**src/rtl/product_accumulator.sv**
```systemverilog
// Accumulates a frame of COUNT unsigned 8-bit products into a saturating sum and
// presents the result, with a sticky saturation flag, on a valid/ready output.
module product_accumulator #(
  parameter int unsigned ACC_W = 12,
  parameter int unsigned COUNT = 4,
  parameter int unsigned CNT_W = 4
) (
  input  logic             clk,
  input  logic             rst,
  input  logic             clear,
  input  logic             in_valid,
  output logic             in_ready,
  input  logic [7:0]       in_product,
  output logic             out_valid,
  input  logic             out_ready,
  output logic [ACC_W-1:0] out_sum,
  output logic             out_ovf
);

  typedef enum logic [0:0] {StAccum, StHold} state_e;

  state_e             r_state, w_state_d;
  logic [ACC_W-1:0]   r_acc, w_acc_d;
  logic [CNT_W-1:0]   r_cnt, w_cnt_d;
  logic               r_ovf, w_ovf_d;
  logic [ACC_W-1:0]   r_sum, w_sum_d;
  logic               r_sum_ovf, w_sum_ovf_d;

  logic [ACC_W:0]     w_prod_ext;
  logic [ACC_W:0]     w_sum_ext;
  logic               w_carry;
  logic [ACC_W-1:0]   w_sat;
  logic               w_last;

  // Extra top bit of the sum is the carry that triggers saturation.
  assign w_prod_ext = {{(ACC_W - 7){1'b0}}, in_product};
  assign w_sum_ext  = {1'b0, r_acc} + w_prod_ext;
  assign w_carry    = w_sum_ext[ACC_W];
  assign w_sat      = w_carry ? {ACC_W{1'b1}} : w_sum_ext[ACC_W-1:0];
  assign w_last     = (r_cnt == CNT_W'(COUNT - 1));

  assign in_ready  = (r_state == StAccum);
  assign out_valid = (r_state == StHold);
  assign out_sum   = r_sum;
  assign out_ovf   = r_sum_ovf;

  always_ff @(posedge clk) begin
    if (rst) begin
      r_state <= StAccum;
    end else begin
      r_state <= w_state_d;
    end
  end

  always_comb begin
    w_state_d   = r_state;
    w_acc_d     = r_acc;
    w_cnt_d     = r_cnt;
    w_ovf_d     = r_ovf;
    w_sum_d     = r_sum;
    w_sum_ovf_d = r_sum_ovf;
    if (clear) begin
      // Abort: any offered product is dropped and any held result is discarded.
      w_state_d = StAccum;
      w_acc_d   = '0;
      w_cnt_d   = '0;
      w_ovf_d   = 1'b0;
    end else begin
      unique case (r_state)
        StAccum: begin
          if (in_valid) begin
            w_acc_d = w_sat;
            w_cnt_d = r_cnt + CNT_W'(1);
            w_ovf_d = r_ovf | w_carry;
            if (w_last) begin
              w_state_d   = StHold;
              w_sum_d     = w_sat;
              w_sum_ovf_d = r_ovf | w_carry;
            end
          end
        end
        StHold: begin
          if (out_ready) begin
            w_state_d = StAccum;
            w_acc_d   = '0;
            w_cnt_d   = '0;
            w_ovf_d   = 1'b0;
          end
        end
        default: begin
          w_state_d = StAccum;
        end
      endcase
    end
  end

  always_ff @(posedge clk) begin
    if (rst) begin
      r_acc     <= '0;
      r_cnt     <= '0;
      r_ovf     <= 1'b0;
      r_sum     <= '0;
      r_sum_ovf <= 1'b0;
    end else begin
      r_acc     <= w_acc_d;
      r_cnt     <= w_cnt_d;
      r_ovf     <= w_ovf_d;
      r_sum     <= w_sum_d;
      r_sum_ovf <= w_sum_ovf_d;
    end
  end

endmodule

```
**config.mk**
```make
export PLATFORM = sky130hd
export DESIGN_NAME = product_accumulator
export DESIGN_NICKNAME = d
export VERILOG_FILES = /design/src/rtl/product_accumulator.sv
export SDC_FILE = /design/constraint.sdc
export NUM_CORES = 1
export LEC_CHECK = 0
export CORE_MARGIN = 1.5
export CORE_UTILIZATION = 55
export CTS_CLUSTER_DIAMETER = 100
export DETAILED_ROUTE_END_ITERATION = 8
export GPL_ROUTABILITY_DRIVEN = 1
export PLACE_DENSITY_LB_ADDON = 0.12
export SYNTH_ARGS = -nofsm -noshare
export SYNTH_HDL_FRONTEND = slang
export SYNTH_SLANG_ARGS = --single-unit
```
**constraint.sdc**
```tcl
create_clock -name clk -period 3.4 [get_ports clk]
set_input_delay 0.34 -clock clk [delete_from_list [all_inputs] [get_ports clk]]
set_output_delay 0.34 -clock clk [all_outputs]
set_load 0.01 [all_outputs]
```
Met1 routing:
Scale: 10 px per um. Supply wires on this layer in grey.
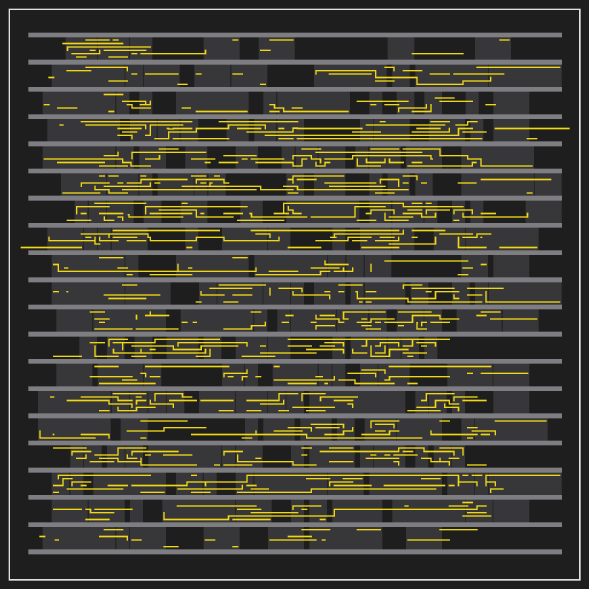
nets with wire on the layer	219
wire length on this layer	1620 um
main direction	horizontal
grt met1 use: 29.9%
WL final: 3.66 mm
via count: 1468

Local utilization:
Scale: 6 px per um. 11 x 11 tiles, from dark blue (low) to red (high), 0 to 100% covered.
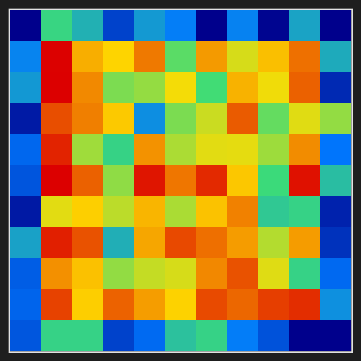
mean over tiles	59%
tiles over 75% full	41%
nearly empty tiles	5.0%
densest ninth of the die	middle
fullest tile	100%
core region area: 2760 sq um
Layout Utilization: 70.4%
floorplan utilization: 57.9%

==> impl_metrics.env <==
# physical design summary
export IMPL_outcome="finished clean"
export IMPL_maxCapViolations=0
export IMPL_postSynthAreaPerCell_sq_um=8.54
export IMPL_leakage_nw=0.700
export IMPL_post_drt_wl_per_cell_um=14.9
export IMPL_synth_flops=31
export IMPL_synth_async_reset_ratio_pct=0
export IMPL_cp_arrival_ps=2830
export IMPL_die_width_um=56.9
export IMPL_syn_inst=187
export IMPL_antenna_cells=0
export IMPL_yosys_stat_area_sq_um=1600
export IMPL_overflow=0
export IMPL_cp_max_fo=7
export IMPL_hold_depth=2
export IMPL_grt_busiest_layer="met2"
export IMPL_grt_usage_pct=24.8
export IMPL_routabilityCongestion=0.788
export IMPL_regToRegEndpoint="r_acc[11]"
export IMPL_worstRegToRegCells=7
export IMPL_cts_max_level=2
export IMPL_top_area_share_pct=38.8
export IMPL_warning_count=26
export IMPL_finalMaxSlewViolations=0
export IMPL_final_layout_top_logic_cell="dfxtp_1"
export IMPL_grt_max_degree=19
export IMPL_tightestPinTransition_ps=768
export IMPL_crit_start="in_product[0]"
export IMPL_synthDistinctLibCells=42
export IMPL_chipArea_sq_um=3240
export IMPL_drive_above_1_share_pct=9.30
export IMPL_layout_top_cells="dfxtp_1, nor2_1, clkdlybuf4s50_1"
export IMPL_clk_pin_slew_worst_paths_ps=100
export IMPL_slew_limit_headroom_pct=48.7
export IMPL_fin_skew_ps=14.1
export IMPL_yosysSeqAreaShare_pct=38.8
export IMPL_fin_crit_sh_pct=76.2
export IMPL_cellPowerDensity_nw_per_um2=355
export IMPL_synth_most_common_cell="dfxtp_1"
export IMPL_drc_errors=0
export IMPL_whs_endpoint="out_sum[10]"
export IMPL_drt_pass1_iter_count=4
export IMPL_cts_tree="done"
export IMPL_hold_viol_final=0
export IMPL_cts_made_buffers=5
export IMPL_post_cts_resized=0
export IMPL_p_clk_share_pct=32.4
export IMPL_grt_met2_usage_pct=41.9
export IMPL_r2r_start="r_acc[0]"
export IMPL_min_period_ps=2590
export IMPL_hp_start="out_sum[10]"
export IMPL_syn_num_nets=210
export IMPL_share_comb_of_total_power_pct=13.6
export IMPL_swShare_pct=26.4
export IMPL_hpwl_mm=2.63
export IMPL_worst_slack_ps=811
export IMPL_n_all_inverters=5
export IMPL_comb_area_share_pct=47.9
export IMPL_critPathRequiredTime_ps=3640
export IMPL_top_area_cell_class="logic gates"
export IMPL_setup_violations=0
export IMPL_critPathKind="in2reg"
export IMPL_grt_antenna_before_repair=0
export IMPL_nClkBuffers=6
export IMPL_grt_setup_unrepaired="false"
export IMPL_cts_sinks=31
export IMPL_edf_count=0
export IMPL_n_tap_cell=31
export IMPL_p_int_w=0.000507
export IMPL_seq_area_sq_um=621
Cell sizes after repair:
Scale: 6 px per um.
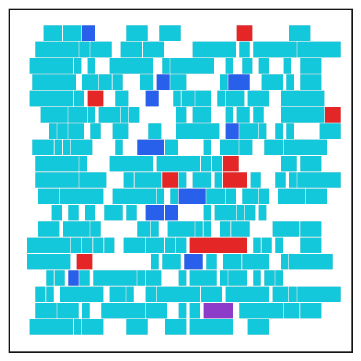
size	colour	cells	share
_2 cells	blue	11	5.1%
_3 and _4 cells	red	8	3.7%
_6 and larger	purple	1	0.47%
_0 and _1 cells	cyan	195	91%
Layout area overhead: 21.5%
Buffers, non-clock: 28

Nets reached from selected ports:
Scale: 6 px per um.
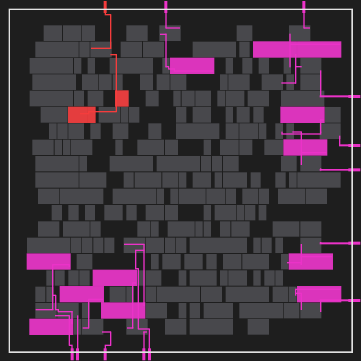
port	colour	bits	direction	end cells	buffers	wire
out_sum	magenta	12	output	12	12	212 um
in_valid	red	1	input	3	1	27.1 um
Ports: 28
Port Buffers: 27

[registers in the layout, summed over array words and instances, names as in the netlist]
register,flops
out_ovf,1
r_acc,12
out_valid,1
r_cnt,4
r_ovf,1
out_sum,12
[worst max-delay path: stages]
cell	delay, ps
clkdlybuf4s50_1	410
ha_1	230
fa_1	430
a21oi_2	230
o211ai_2	140
a221oi_4	380
or3b_1	420
a32o_1	260
[metrics by stage]
step	cells	utilization, %	hold slack [ps]	cell area [sq um]	total power (W)
after CTS	246	70.4	471	1940	0.000689
after global routing	246	70.4	508	1940	0.000716
after global placement	239	68.4	440	1890	0.000469
after floorplan	187	-	412	1600	0.000442
final	246	70.4	467	1940	0.000689
after detailed placement	239	68.4	456	1890	0.000472
[layer usage]
metal	routed length [um]	vias up
met5	0	-
met4	88	0
met3	133	12
met2	1820	28
met1	1620	696
li1	-	732
[logic make-up (layout without fill, tap and decap cells)]
group	after synthesis	count (layout)	synth area share [%]
XOR/XNOR	7	7	3.84
flip-flops	31	31	38.8
adder cells (fa/ha/maj)	10	10	8.30
AND-OR/OR-AND	53	53	23.2
multiplexers	1	1	0.626
AND/OR/NAND/NOR	73	73	22.2
buffers and inverters	12	40	2.98
[power by group through the flow]
| stage | Combinational (W) | Clock [W] | Sequential [W] |
|---|---|---|---|
| global placement | 0.0000897 | 0 | 0.000379 |
| global route | 0.000103 | 0.000241 | 0.000372 |
| finish | 0.0000938 | 0.000223 | 0.000372 |
| detailed placement | 0.0000925 | 0 | 0.000380 |
| CTS | 0.0000930 | 0.000225 | 0.000371 |
| floorplan | 0.0000633 | 0 | 0.000379 |
Power is estimated from default activity; no workload was simulated.
